[config.mk]
export PLATFORM = sky130hd
export DESIGN_NAME = gray_seq_gen
export DESIGN_NICKNAME = d
export VERILOG_FILES = /design/src/rtl/gray_pkg.sv /design/src/rtl/bin2gray.sv /design/src/rtl/gray_seq_gen.sv
export SDC_FILE = /design/constraint.sdc
export NUM_CORES = 1
export LEC_CHECK = 0
export CAP_MARGIN = 40
export CORE_AREA = 5 5 42 44
export DETAILED_ROUTE_END_ITERATION = 10
export DIE_AREA = 0 0 47 49
export PLACE_DENSITY = 0.61
export SLEW_MARGIN = 20
export SYNTH_ARGS = -nofsm -noshare
export SYNTH_HDL_FRONTEND = slang
export SYNTH_SLANG_ARGS = --single-unit
[constraint.sdc]
create_clock -name clk_i -period 1.7 [get_ports clk_i]
set_clock_uncertainty 0.2 [all_clocks]
set_input_delay 0.34 -clock clk_i [delete_from_list [all_inputs] [get_ports clk_i]]
set_output_delay 0.34 -clock clk_i [all_outputs]
set_load 0.01 [all_outputs]
[src/rtl/gray_pkg.sv]
// Shared Gray-code definitions for the sequence generator and its 4-bit decoder.
package gray_pkg;

    localparam int GRAY_W = 4;

    typedef logic [GRAY_W-1:0] gray_t;

    // Gray code of the last up-count value; seeing it on a transfer means roll-over.
    localparam gray_t GRAY_TERM_UP = 4'b1000;

    function automatic gray_t bin_to_gray(input gray_t b);
        return b ^ (b >> 1);
    endfunction

endpackage

[src/rtl/bin2gray.sv]
// Combinational binary-to-Gray converter: g = b ^ (b >> 1).
module bin2gray #(
    parameter int W = 4
) (
    input  logic [W-1:0] b_i,
    output logic [W-1:0] g_o
);

    assign g_o = b_i ^ (b_i >> 1);

endmodule

[src/rtl/gray_seq_gen.sv]
// Registered Gray-code sequence generator with valid/ready output and wrap pulse.
// Defining GRAY_SEQ_UPDOWN_EN adds the dir_i port and down-counting.
module gray_seq_gen
    import gray_pkg::*;
#(
    parameter int W = GRAY_W
) (
    input  logic         clk_i,
    input  logic         rst_n_i,
    input  logic         en_i,
    input  logic         load_i,
    input  logic [W-1:0] load_bin_i,
`ifdef GRAY_SEQ_UPDOWN_EN
    input  logic         dir_i,
`endif
    output logic [W-1:0] gray_o,
    output logic         out_valid_o,
    input  logic         out_ready_i,
    output logic         wrap_o
);

    logic [W-1:0] cnt_q, cnt_d;
    logic [W-1:0] gray_q, gray_d;
    logic         valid_q, valid_d;
    logic         wrap_q, wrap_d;
    logic         xfer;
    logic         at_top;
    logic [W-1:0] cnt_step;
    logic         step_wraps;

    assign xfer = valid_q & out_ready_i;

    generate
        if (W == GRAY_W) begin : g_term_fixed
            assign at_top = (gray_q == GRAY_TERM_UP);
        end else begin : g_term_generic
            assign at_top = &cnt_q;
        end
    endgenerate

`ifdef GRAY_SEQ_UPDOWN_EN
    assign cnt_step   = dir_i ? (cnt_q - W'(1)) : (cnt_q + W'(1));
    assign step_wraps = dir_i ? (cnt_q == '0) : at_top;
`else
    assign cnt_step   = cnt_q + W'(1);
    assign step_wraps = at_top;
`endif

    // Load discards any pending code; otherwise advance only on an accepted transfer.
    always_comb begin
        cnt_d   = cnt_q;
        valid_d = valid_q;
        wrap_d  = 1'b0;
        if (load_i) begin
            cnt_d   = load_bin_i;
            valid_d = 1'b0;
        end else if (xfer) begin
            cnt_d   = cnt_step;
            wrap_d  = step_wraps;
            valid_d = en_i;
        end else if (!valid_q && en_i) begin
            valid_d = 1'b1;
        end
    end

    // The gray register always tracks the encoding of the next count.
    bin2gray #(.W(W)) u_bin2gray (
        .b_i (cnt_d),
        .g_o (gray_d)
    );

    always_ff @(posedge clk_i) begin
        if (!rst_n_i) begin
            cnt_q   <= '0;
            gray_q  <= '0;
            valid_q <= 1'b0;
            wrap_q  <= 1'b0;
        end else begin
            cnt_q   <= cnt_d;
            gray_q  <= gray_d;
            valid_q <= valid_d;
            wrap_q  <= wrap_d;
        end
    end

    assign gray_o      = gray_q;
    assign out_valid_o = valid_q;
    assign wrap_o      = wrap_q;

endmodule

==> results.sh <==
# implementation run metrics
export IMPL_nets=73
export IMPL_wl_met1_um=344
export IMPL_top_register="cnt_q"
export IMPL_crit_buf_inv=1
export IMPL_clock_sinks=9
export IMPL_status="finished, final reports clean"
export IMPL_synth_most_common_cell="dfxtp_1"
export IMPL_ys_chip_area_um2=448
export IMPL_postCtsSetupBuffers=0
export IMPL_top_layer="met3"
export IMPL_mi_logic_area_um2=260
export IMPL_reg2reg_from="cnt_q[0]"
export IMPL_sequential_cell_total=9
export IMPL_ys_cells=42
export IMPL_final_layout_top_logic_cells="clkdlybuf4s50_1 (9), dfxtp_1 (7), nor2b_1 (4), dlygate4sd2_1 (4), buf_4 (4)"
export IMPL_max_cap_violations=0
export IMPL_pg_comb_uw=111
export IMPL_remaining_drc_errors=0
export IMPL_topCombFamilyByArea="simple AND/OR/NAND/NOR gates"
export IMPL_die_w_um=47
export IMPL_firstDrtPassIters=2
export IMPL_yosys_warnings=0
export IMPL_warnings=27
export IMPL_antenna_left=0
export IMPL_reg2reg_to="gray_o[1]"
export IMPL_cts_tree="yes"
export IMPL_synthArstFlopShare_pct=0
export IMPL_wl_met2_um=429
export IMPL_dpl_instance_area_um2=619
export IMPL_fin_tns_setup_ns=0
export IMPL_die_y_um=49
export IMPL_cp_top_family="buffers and inverters"
export IMPL_critPathLaunchType="flop"
export IMPL_edf_count=0
export IMPL_r2r_slack_ns=0.07
export IMPL_synthTopCellsByCount="dfxtp_1 (9), nor2b_1 (4), and2_1 (3), xor2_1 (3)"
export IMPL_p_leak_uw=0.000284
export IMPL_powerSeq_uw=238
export IMPL_critPathCaptureType="output pin"
export IMPL_placed_cells=74
export IMPL_worst_pin_slew_ns=0.466
export IMPL_avgViaCountPerCell=4.45
export IMPL_gp_congestion=0.680
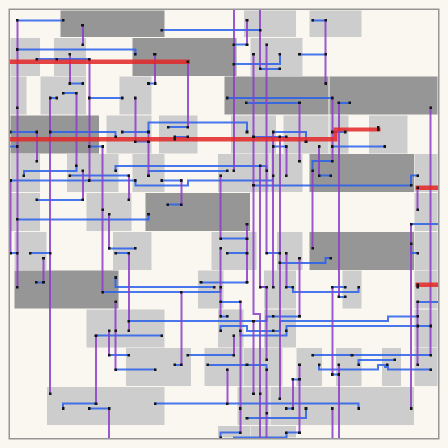
Fig. 1. A small window of the routed layout.
Window x 8 to 38, y 10 to 40 µm. Cells in grey, sequential cells in the stronger grey; small squares are vias.
legend:
  blue:
    layer: metal 1
  red:
    layer: metal 3
  purple:
    layer: metal 2
sequential cells in the window: 9
netlist names of flops here include: `cnt_q` (4), `gray_o` (3)
cells with their middle in the window: 52
most frequent: dfxtp_1 (7), clkdlybuf4s50_1 (4), buf_4 (4)

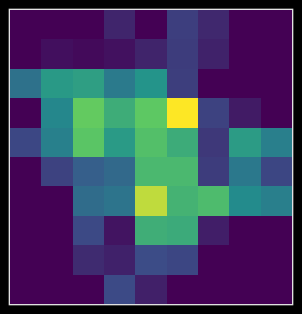
Fig. 2. Routed metal per tile.
(6 px per µm) 9 x 10 tiles, from dark purple (low) to yellow (high), scaled to the fullest tile. Values are wire area over tile area, all layers added.
densest ninth of the die: middle
mean over tiles: 0.063
emptiest ninth of the die: top right

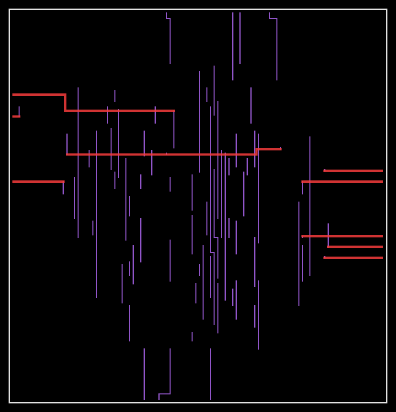
Fig. 3. Metal layers overlaid.
(8 px per µm) Only two layers are drawn.
legend:
  red:
    layer: metal 3
    wire_length: 97.0 µm
  purple:
    layer: metal 2
    wire_length: 429 µm
Routed WL per cell: 11.2 µm
Routed WL: 871 µm
total track usage: 8.33%
DR vias: 347

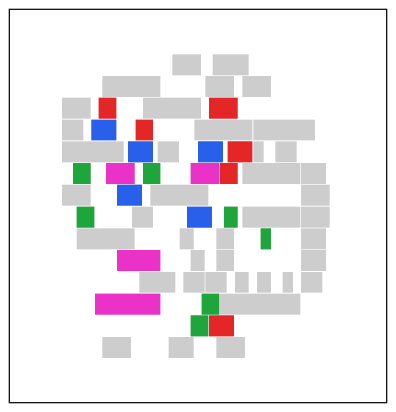
Fig. 4. Logic cells by family.
(8 px per µm)
legend:
  blue:
    family: xor and xnor cells
    cells: 5
  red:
    family: and/or cells
    cells: 6
  magenta:
    family: mux cells
    cells: 4
  green:
    family: nor cells
    cells: 7
    where: middle
Non-Filler Instances: 78
logic share of the area: 39.4%
most used logic cell in the final layout: clkdlybuf4s50_1

